$ cat src/rtl/ram_port_arbiter.sv
// Round-robin arbiter sharing one fixed-latency RAM among NUM_PORTS requesters.
// Read data is steered back to its requester through a tag pipeline matched to the RAM latency.
module ram_port_arbiter #(
  parameter int NUM_PORTS    = 4,
  parameter int DATA_WIDTH   = 32,
  parameter int ADDR_WIDTH   = 12,
  parameter int READ_LATENCY = 2
) (
  input  logic                            clk,
  input  logic                            reset_n,
  input  logic [NUM_PORTS-1:0]            req,
  input  logic [NUM_PORTS-1:0]            we,
  input  logic [NUM_PORTS*ADDR_WIDTH-1:0] addr,
  input  logic [NUM_PORTS*DATA_WIDTH-1:0] wdata,
  output logic [NUM_PORTS-1:0]            gnt,
  output logic [NUM_PORTS-1:0]            rvalid,
  output logic [DATA_WIDTH-1:0]           rdata,
  output logic [ADDR_WIDTH-1:0]           ram_read_addr,
  output logic [ADDR_WIDTH-1:0]           ram_write_addr,
  output logic [DATA_WIDTH-1:0]           ram_data_in,
  output logic                            ram_we,
  input  logic [DATA_WIDTH-1:0]           ram_data_out
);

  localparam int IdW  = (NUM_PORTS > 2) ? $clog2(NUM_PORTS) : 1;
  localparam int Last = READ_LATENCY - 1;

  logic [IdW-1:0]          ptr_q, ptr_d;
  logic                    grantValid;
  logic [IdW-1:0]          grantId;
  logic [IdW-1:0]          selId;
  logic [READ_LATENCY-1:0] tagValid_q, tagValid_d;
  logic [IdW-1:0]          tagId_q [READ_LATENCY];
  logic [IdW-1:0]          tagId_d [READ_LATENCY];

  // Search starts one past the last winner, so the last winner has lowest priority.
  always_comb begin
    int cand;
    logic [IdW-1:0] candId;
    cand       = 0;
    candId     = '0;
    grantValid = 1'b0;
    grantId    = '0;
    for (int i = 1; i <= NUM_PORTS; i++) begin
      cand   = (int'(ptr_q) + i) % NUM_PORTS;
      candId = IdW'(cand);
      if (!grantValid && req[candId]) begin
        grantValid = 1'b1;
        grantId    = candId;
      end
    end
    if (!reset_n) begin
      grantValid = 1'b0;
    end
  end

  always_comb begin
    gnt = '0;
    if (grantValid) begin
      gnt[grantId] = 1'b1;
    end
    ptr_d = grantValid ? grantId : ptr_q;
  end

  // Idle cycles still present port 0's values to the RAM so its inputs never float.
  always_comb begin
    selId          = grantValid ? grantId : '0;
    ram_read_addr  = addr[selId*ADDR_WIDTH +: ADDR_WIDTH];
    ram_write_addr = addr[selId*ADDR_WIDTH +: ADDR_WIDTH];
    ram_data_in    = wdata[selId*DATA_WIDTH +: DATA_WIDTH];
    ram_we         = grantValid & we[grantId];
  end

  always_comb begin
    tagValid_d[0] = grantValid & ~we[grantId];
    tagId_d[0]    = grantId;
    for (int s = 1; s < READ_LATENCY; s++) begin
      tagValid_d[s] = tagValid_q[s-1];
      tagId_d[s]    = tagId_q[s-1];
    end
  end

  always_ff @(posedge clk or negedge reset_n) begin
    if (!reset_n) begin
      ptr_q      <= IdW'(NUM_PORTS - 1);
      tagValid_q <= '0;
      for (int s = 0; s < READ_LATENCY; s++) begin
        tagId_q[s] <= '0;
      end
    end else begin
      ptr_q      <= ptr_d;
      tagValid_q <= tagValid_d;
      for (int s = 0; s < READ_LATENCY; s++) begin
        tagId_q[s] <= tagId_d[s];
      end
    end
  end

  // The last tag stage lines up with the RAM's data_out, so rvalid decodes straight from its flops.
  always_comb begin
    rvalid = '0;
    if (tagValid_q[Last]) begin
      rvalid[tagId_q[Last]] = 1'b1;
    end
    rdata = ram_data_out;
  end

endmodule

$ cat config.mk
export PLATFORM = sky130hd
export DESIGN_NAME = ram_port_arbiter
export DESIGN_NICKNAME = d
export VERILOG_FILES = /design/src/rtl/ram_port_arbiter.sv
export SDC_FILE = /design/constraint.sdc
export NUM_CORES = 1
export LEC_CHECK = 0
export ABC_CLOCK_PERIOD_IN_PS = 2800
export CORE_AREA = 2 2 122 124
export CTS_CLUSTER_SIZE = 20
export DETAILED_ROUTE_END_ITERATION = 10
export DIE_AREA = 0 0 124 126
export DONT_BUFFER_PORTS = 1
export HOLD_SLACK_MARGIN = 0.03
export SLEW_MARGIN = 20
export SYNTH_ARGS = -nofsm -noshare
export SYNTH_HDL_FRONTEND = slang
export SYNTH_SLANG_ARGS = --single-unit
$ cat constraint.sdc
create_clock -name clk -period 2.8 [get_ports clk]
set_input_delay 0.56 -clock clk [delete_from_list [all_inputs] [get_ports clk]]
set_output_delay 0.56 -clock clk [all_outputs]
set_load 0.05 [all_outputs]
run_1/pinout.png
(3 px per µm) Pins as bars across the die edge, other pins in gray.
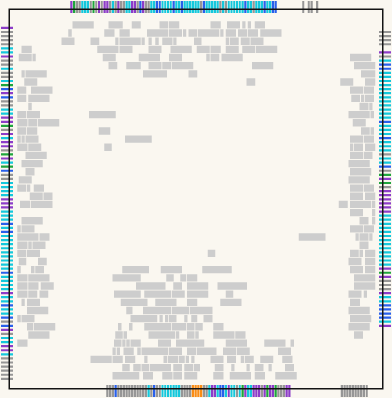
- addr: purple (pins 48; direction input; edge 16 left, 12 right, 12 bottom, 8 top)
- rvalid: orange (pins 4; direction output; edge bottom)
- ram_write_addr: green (pins 12; direction output; edge 4 left, 3 right, 3 bottom, 2 top)
- wdata: cyan (pins 128; direction input; edge 39 top, 37 right, 36 left, 16 bottom)
- ram_data_in: blue (pins 32; direction output; edge 10 top, 9 left, 9 right, 4 bottom)

run_1/layers.png
(2 px per µm)
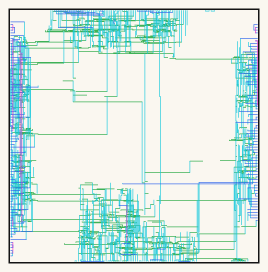
- M2: cyan (wire length 5250 µm)
- M3: blue (wire length 812 µm)
- M1: green (wire length 2960 µm)
- M4: magenta (wire length 263 µm)

==> impl_report.txt, run 1 <==
PHYSICAL IMPLEMENTATION REPORT
----------------------------------------------------
[Critical path]
  Data required time of the worst path ........................ 2240 ps
  Terminus of the critical flop-to-flop path ........................ tagValid_q[0]$_DFF_PN0_
  Internal reg-to-reg setup slack ........................ 1220 ps
  Critical path's slowest cell ........................ sky130_fd_sc_hd__dfstp_2
  Slowest Stage Delay on Critical Path ........................ 550 ps
  Type of the worst setup path ........................ flop to output port
  Maximum fanout count along the critical path ........................ 23
  CP startpoint kind ........................ flop
  Crit. End Element ........................ output port
  Worst-path cell chain ........................ nand2b_4 -> a21boi_4 -> nor3_4 -> buf_12 -> buf_16 -> mux2i_4 -> a22oi_2 -> buf_12
  Buffers plus inverters on the worst setup path ........................ 3
  Arrival time of the worst setup path ........................ 2170 ps
  Cell seen most often among critical-path stages ........................ sky130_fd_sc_hd__buf_12
  Worst flop-to-flop path startpoint ........................ ptr_q[1]$_DFFE_PN1P_
  Register-to-Register Path Depth ........................ 6
  Family of cells with the greatest summed delay on the critical path ........................ flip-flops

[Floorplan]
  Chip width ........................ 124 µm
  Chip area ........................ 15620 µm²
  Die Height ........................ 126 µm
  Core ar. ........................ 14310 µm²
  Boundary Pins ........................ 315
  Floorplan-stage core utilization ........................ 17.87%
  # rows ........................ 44

[Pwr]
  Leak Pwr ........................ 1.445 nW
  Pwr per Cell Area ........................ 773.1 nW/µm²
  Max IR drop VDD ........................ 0.0003003 V
  Total power draw ........................ 2.824 mW

[STA]
  Final number of hold-violating endpoints ........................ 0
  Least-Margin Pin Slew ........................ 891.7 ps
  Minimum period implied by the final worst setup slack ........................ 2733 ps
  Period Utilization, post-route ........................ 97.62%
  Unrepaired setup endpoints after global routing ........................ yes
  Max Clock Skew ........................ 4.127 ps
  Normalized max-slew margin ........................ 40.33%
  Max Fclk ........................ 365.9 MHz
  Aggregate negative setup slack ........................ 0 ps
  Number of slew-limit violations in the final report ........................ 0
  Setup Viol. Count Final ........................ 0
  Smallest hold slack ........................ 177.0 ps
  Setup ws final ........................ 66.71 ps

[Logic synthesis]
  Cell type with the largest total area after synthesis ........................ sky130_fd_sc_hd__a22oi_2
  Mapped Nets ........................ 507
  Synthesized registers ........................ 8
  # Cells Yosys ........................ 289
  Share of flip-flops with an asynchronous set or reset after synthesis ........................ 100.0%
  Top area cells in the synthesized netlist ........................ sky130_fd_sc_hd__a22oi_2 22%, sky130_fd_sc_hd__mux2i_1 18%, sky130_fd_sc_hd__a21oi_2 15%
  Fraction of the yosys area taken by sequential cells ........................ 7.926%
  Most common reg cell ........................ sky130_fd_sc_hd__dfrtp_1
  Fraction of post-synthesis cell area in the top cell type by area ........................ 21.53%
  Average footprint of a synthesized cell ........................ 8.849 µm²
  Top post-synthesis cells by count ........................ 50 x sky130_fd_sc_hd__nand2_1, 49 x sky130_fd_sc_hd__buf_4, 47 x sky130_fd_sc_hd__mux2i_1
  Chip area from the yosys synthesis statistics ........................ 2557 µm²
  Yosys Warn Count ........................ 0
  Most frequent cell after synthesis ........................ sky130_fd_sc_hd__nand2_1
  Gate Count Post-Synth ........................ 289
  Number of synthesized flops with an enable pin ........................ 0
  Library cells used by synthesis ........................ 27
  Post-Synthesis Cell Area ........................ 2557 µm²

[Drt]
  Total DRC errors in the routed layout ........................ 0
  Avg Vias per Cell ........................ 4.769
  Post-detailed-route count of antenna-violating nets ........................ 0
  Number of vias in the routed layout ........................ 2289
  First-pass iteration count of the detailed router ........................ 4
  Final wirelength ........................ 9284 µm
  Average routed wire per standard cell ........................ 19.34 µm
  Iteration-0 DRC count of the detailed router ........................ 46

[CTS]
  Clock root buffer ........................ sky130_fd_sc_hd__clkbuf_16
  Clk slew on worst S/H paths ........................ 30 ps
  Inserted Clock Buffers ........................ 3
  CTS tree ........................ done
  Clock latency on the worst-skew pair ........................ 230 ps
  Max clock buf depth ........................ 2
  CTS sink cnt ........................ 8
  Depth of the CTS H-tree ........................ 1

[Place]
  Port Buffer Count ........................ 0
  Total cell area at the placement stage ........................ 3359 µm²
  Routability-driven placement congestion ratio ........................ 0.8181
  Place WS ........................ 141.7 ps
  Number of instances in the placed design ........................ 467
  Half-perimeter wire length of the detailed placement result ........................ 6945 µm

[Layout]
  Inserted Diodes ........................ 0
  Core utilization of the finished layout ........................ 25.52%
  Layout cell share with drive strength beyond 1 ........................ 61.49%
  Net count of the finished layout ........................ 515
  Area of all placed cells without fillers ........................ 3652 µm²
  Area growth syn-to-layout ........................ 42.81%
  Tally of non-filler cells in the final layout ........................ 480

[Global routing]
  Initial antenna violation count ........................ 0
  Gr ovfl total ........................ 0
  Number of global-route vias before repair ........................ 2503
  Largest net degree at the start of global routing ........................ 49
  Overall routing resource usage ........................ 9.772%
  First-pass GRT wire length ........................ 11960 µm

[Flow run]
  OpenROAD warning count ........................ 28
  MaxCap Viol Count ........................ 0

[Run status]
  Outcome ........................ finished, final reports clean

[Hold path]
  Type of the most critical hold path ........................ input pin to asynchronous set/reset pin

----------------------------------------------------
run_1/class_map.png
(2 px per µm)
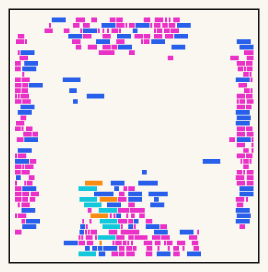
- clock drivers and dummy loads: orange (cells 4; share of their area 2.3%)
- remaining buffers and delay cells: blue (cells 71; share of their area 37%)
- sequential cells: cyan (cells 8; share of their area 5.9%)
- remaining logic cells: magenta (cells 213; share of their area 55%)

## run 1: logic make-up (layout without fill, tap and decap cells)
family | count (synthesis) | in the layout | synth area share (%)
multiplexers | 47 | 47 | 18.40
flip-flops | 8 | 8 | 7.925
AND/OR/NAND/NOR | 71 | 71 | 12.04
AND-OR/OR-AND | 94 | 94 | 39.58
buffers and inverters | 69 | 76 | 22.06
## run 1: power by group
| part | leakage, nW | switching (mW) | internal [mW] |
|---|---|---|---|
| logic | 1.31 | 1.38 | 1.04 |
| registers | 0.0934 | 0.0221 | 0.144 |
| clock network | 0.0382 | 0.0544 | 0.190 |
| total | 1.44 | 1.45 | 1.37 |
## run 1: how the worst max path moves through the flow
| stage | startpoint | to | slack, ps | cells past startpoint |
|---|---|---|---|---|
| 2_1_floorplan | req[0] | ram_write_addr[1] | -240 | 8 |
| 3_3_place_gp | req[2] | ram_read_addr[11] | 180 | 6 |
| 3_5_place_dp | ptr_q[0]$_DFFE_PN1P_ | ram_write_addr[0] | 140 | 8 |
| 4_1_cts | ptr_q[1]$_DFFE_PN1P_ | ram_read_addr[4] | 30 | 7 |
| 5_1_grt | ptr_q[0]$_DFFE_PN1P_ | ram_read_addr[0] | -20 | 8 |
| 6_report | ptr_q[0]$_DFFE_PN1P_ | ram_read_addr[0] | 70 | 8 |
## run 1: layout by cell type, fill, tap and decap left out, types with 2 or more instances in the layout
cell type,count
sky130_fd_sc_hd__a21oi_2,45
sky130_fd_sc_hd__a22oi_2,44
sky130_fd_sc_hd__buf_12,49
sky130_fd_sc_hd__buf_16,3
sky130_fd_sc_hd__buf_4,14
sky130_fd_sc_hd__clkbuf_16,6
sky130_fd_sc_hd__dfrtp_1,6
sky130_fd_sc_hd__dfstp_2,2
sky130_fd_sc_hd__mux2i_1,43
sky130_fd_sc_hd__mux2i_2,3
sky130_fd_sc_hd__nand2_1,49
sky130_fd_sc_hd__nand2b_1,3
sky130_fd_sc_hd__nor2_1,7
sky130_fd_sc_hd__nor3_2,2
sky130_fd_sc_hd__nor3b_2,2
## run 1: registers in the layout (all words and copies together), names as in the netlist
signal / flops
tagId_q: 2
ptr_q: 2
tagValid_q: 2
tagId_d: 2
## run 1: per-layer routing
layer	vias up	GRT usage, %	wire length, µm
met5	-	0	0
met4	0	4.230	262
met3	18	2.446	812
met2	175	20.10	5247
met1	1080	8.555	2962
li1	1016	-	-
## run 1: cell type report
type	instances	area [µm²]
tap	184	230.2
fill	1502	10660
multi-input combinational	212	1872
clock buffer	4	78.83
sequential	8	202.7
timing repair buffer	71	1265
inverter	1	3.754
## run 1: repair_timing
item                                    4_1_cts  5_1_grt
hold buffers                                  1        0
buffers inserted                              0        4
gates cloned                                  0        4
pin swaps                                     3        3
gates resized                                 8        8
hold endpoints to repair                      6        0
endpoints found under the setup margin       48       48
## Run 2: what changed since run 1
--- a/config.mk
+++ b/config.mk
@@ -6,6 +6,7 @@
 export NUM_CORES = 1
 export LEC_CHECK = 0
 export ABC_CLOCK_PERIOD_IN_PS = 2800
+export CAP_MARGIN = 15
 export CORE_AREA = 2 2 122 124
 export CTS_CLUSTER_SIZE = 20
 export DETAILED_ROUTE_END_ITERATION = 10
run_2/class_map.png
(2 px per µm)
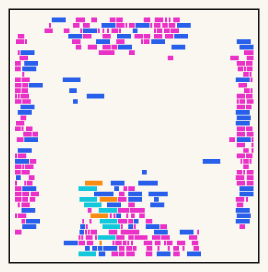
- remaining logic cells: magenta (cells 213; share of their area 55%)
- sequential cells: cyan (cells 8; share of their area 5.9%)
- remaining buffers and delay cells: blue (cells 71; share of their area 37%)
- clock drivers and dummy loads: orange (cells 4; share of their area 2.3%)

run_2/util_map.png
(3 px per µm) 12 x 13 tiles, from black (low) to pale yellow (high), 0 to 100% covered.
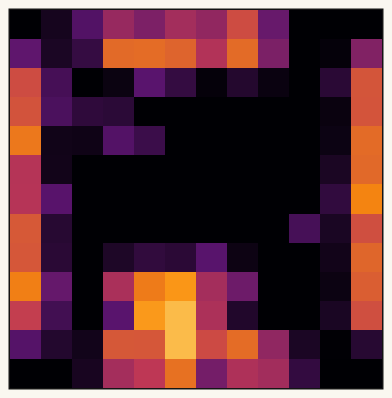
- densest ninth of the die: bottom center
- emptiest ninth of the die: center
- nearly empty tiles: 37%
- fullest tile: 85%

==> impl_report.txt, run 2 <==
PHYSICAL IMPLEMENTATION REPORT
----------------------------------------------------
[Floorplan]
  Floorplan-stage core utilization ........................ 17.87%
  # rows ........................ 44
  Chip width ........................ 124 µm
  Boundary Pins ........................ 315
  Core ar. ........................ 14310 µm²
  Die Height ........................ 126 µm
  Chip area ........................ 15620 µm²

[Logic synthesis]
  Top post-synthesis cells by count ........................ 50 x sky130_fd_sc_hd__nand2_1, 49 x sky130_fd_sc_hd__buf_4, 47 x sky130_fd_sc_hd__mux2i_1
  Top area cells in the synthesized netlist ........................ sky130_fd_sc_hd__a22oi_2 22%, sky130_fd_sc_hd__mux2i_1 18%, sky130_fd_sc_hd__a21oi_2 15%
  Share of flip-flops with an asynchronous set or reset after synthesis ........................ 100.0%
  Synthesized registers ........................ 8
  Mapped Nets ........................ 507
  Library cells used by synthesis ........................ 27
  Post-Synthesis Cell Area ........................ 2557 µm²
  Fraction of the yosys area taken by sequential cells ........................ 7.926%
  Fraction of post-synthesis cell area in the top cell type by area ........................ 21.53%
  Cell type with the largest total area after synthesis ........................ sky130_fd_sc_hd__a22oi_2
  # Cells Yosys ........................ 289
  Chip area from the yosys synthesis statistics ........................ 2557 µm²
  Number of synthesized flops with an enable pin ........................ 0
  Most common reg cell ........................ sky130_fd_sc_hd__dfrtp_1
  Yosys Warn Count ........................ 0
  Average footprint of a synthesized cell ........................ 8.849 µm²
  Gate Count Post-Synth ........................ 289

[STA]
  Final number of hold-violating endpoints ........................ 0
  Aggregate negative setup slack ........................ 0 ps
  Period Utilization, post-route ........................ 97.62%
  Max Clock Skew ........................ 4.127 ps
  Smallest hold slack ........................ 177.0 ps
  Unrepaired setup endpoints after global routing ........................ yes
  Least-Margin Pin Slew ........................ 891.7 ps
  Number of slew-limit violations in the final report ........................ 0
  Minimum period implied by the final worst setup slack ........................ 2733 ps
  Max Fclk ........................ 365.9 MHz
  Setup ws final ........................ 66.71 ps
  Setup Viol. Count Final ........................ 0
  Normalized max-slew margin ........................ 40.33%

[Layout]
  Core utilization of the finished layout ........................ 25.52%
  Register cell area after layout ........................ 202.7 µm²
  Area growth syn-to-layout ........................ 42.81%
  Top logic cells by instance count in the layout ........................ 49 x sky130_fd_sc_hd__nand2_1, 49 x sky130_fd_sc_hd__buf_12, 45 x sky130_fd_sc_hd__a21oi_2, 44 x sky130_fd_sc_hd__a22oi_2, 43 x sky130_fd_sc_hd__mux2i_1
  Net count of the finished layout ........................ 515
  Area of the multi-input gates ........................ 1872 µm²
  Tally of non-filler cells in the final layout ........................ 480
  Layout cell share with drive strength beyond 1 ........................ 61.49%
  Number of filler instances in the final layout ........................ 1502
  Area of all placed cells without fillers ........................ 3652 µm²

[Critical path]
  Arrival time of the worst setup path ........................ 2170 ps
  Maximum fanout count along the critical path ........................ 23
  Data required time of the worst path ........................ 2240 ps
  CP startpoint kind ........................ flop
  Crit. End Element ........................ output port

[CTS]
  CTS sink cnt ........................ 8
  Depth of the CTS H-tree ........................ 1
  Inserted Clock Buffers ........................ 3
  Max clock buf depth ........................ 2
  Clock root buffer ........................ sky130_fd_sc_hd__clkbuf_16
  Clock latency on the worst-skew pair ........................ 230 ps
  CTS tree ........................ done
  Clk slew on worst S/H paths ........................ 30 ps

[Drt]
  Total DRC errors in the routed layout ........................ 0
  Average routed wire per standard cell ........................ 19.34 µm
  Post-detailed-route count of antenna-violating nets ........................ 0
  Number of vias in the routed layout ........................ 2289
  Avg Vias per Cell ........................ 4.769
  Final wirelength ........................ 9284 µm
  First-pass iteration count of the detailed router ........................ 4
  Iteration-0 DRC count of the detailed router ........................ 46

[Place]
  Total cell area at the placement stage ........................ 3359 µm²
  Number of instances in the placed design ........................ 467
  Routability-driven placement congestion ratio ........................ 0.8181
  Port Buffer Count ........................ 0
  Place WS ........................ 141.7 ps

[Global routing]
  Initial antenna violation count ........................ 0
  Largest net degree at the start of global routing ........................ 49
  Number of global-route vias before repair ........................ 2503
  First-pass GRT wire length ........................ 11960 µm
  Overall routing resource usage ........................ 9.772%
  Gr ovfl total ........................ 0

[Flow run]
  OpenROAD warning count ........................ 28
  MaxCap Viol Count ........................ 0

[Pwr]
  Leak Pwr ........................ 1.445 nW
  Pwr per Cell Area ........................ 773.1 nW/µm²
  Total power draw ........................ 2.824 mW
  Max IR drop VDD ........................ 0.0003003 V

[Run status]
  Outcome ........................ finished, final reports clean

[Hold path]
  Type of the most critical hold path ........................ input pin to asynchronous set/reset pin

----------------------------------------------------
==> run 2: cell counts in the layout (fill, tap and decap cells not counted) <==
No cell type changed its count.
==> run 2: worst paths after layout <==
check / from / end / slack [ps] / depth (start not counted)
setup / recovery: ptr_q[0]$_DFFE_PN1P_ / ram_read_addr[0] / 70 / 8
hold / removal: reset_n / ptr_q[0]$_DFFE_PN1P_ / 180 / 0
setup reg to reg: ptr_q[1]$_DFFE_PN1P_ / tagValid_q[0]$_DFF_PN0_ / 1220 / 6
hold reg to reg: tagId_d[0]$_DFF_PN0_ / tagId_q[0]$_DFF_PN0_ / 360 / 0
max in group asynchronous: reset_n / tagId_d[1]$_DFF_PN0_ / 1940 / 1
min in group clk: tagId_d[0]$_DFF_PN0_ / tagId_q[0]$_DFF_PN0_ / 360 / 0
==> run 2: report_power, final <==
group / switching, mW / total (mW) / leakage [nW] / internal (mW)
Clock: 0.0544 / 0.244 / 0.0382 / 0.190
Combinational: 1.38 / 2.41 / 1.31 / 1.04
Sequential: 0.0221 / 0.167 / 0.0934 / 0.144
Total: 1.45 / 2.82 / 1.44 / 1.37
==> run 2: layer usage <==
metal / wire length (µm) / GRT usage (%)
met5: 0 / 0
met4: 262 / 4.230
met3: 812 / 2.446
met1: 2962 / 8.555
met2: 5247 / 20.10
==> run 2: cell families (layout without fill, tap and decap cells) <==
group,count (synthesis),count (layout),share of synthesized area (%)
compound gates,94,94,39.58
mux,47,47,18.40
flops,8,8,7.925
simple gates,71,71,12.04
buf+inv,69,76,22.06
==> run 2: cell type report <==
cell class,count,share of cell area [%]
inverter,1,0.1028
timing repair buffer,71,34.64
clock buffer,4,2.158
multi-input combinational,212,51.25
sequential,8,5.550
tap,184,6.304
==> run 2: what timing repair did <==
action                     CTS  global route
cloned                       0             4
buffers inserted             0             4
hold endpoints to repair     6             0
gates resized                8             8
pin swaps                    3             3
setup endpoints to repair   48            48
hold buffers                 1             0
==> run 2: critical path: stages, from the launching register on <==
cell                       delay [ps]
sky130_fd_sc_hd__dfstp_2          550
sky130_fd_sc_hd__nand2b_4         160
sky130_fd_sc_hd__a21boi_4          80
sky130_fd_sc_hd__nor3_4           200
sky130_fd_sc_hd__buf_12           170
sky130_fd_sc_hd__buf_16           200
sky130_fd_sc_hd__mux2i_4          280
sky130_fd_sc_hd__a22oi_2          100
sky130_fd_sc_hd__buf_12           170
No activity file was given, so power comes from the tool's default toggle rates.
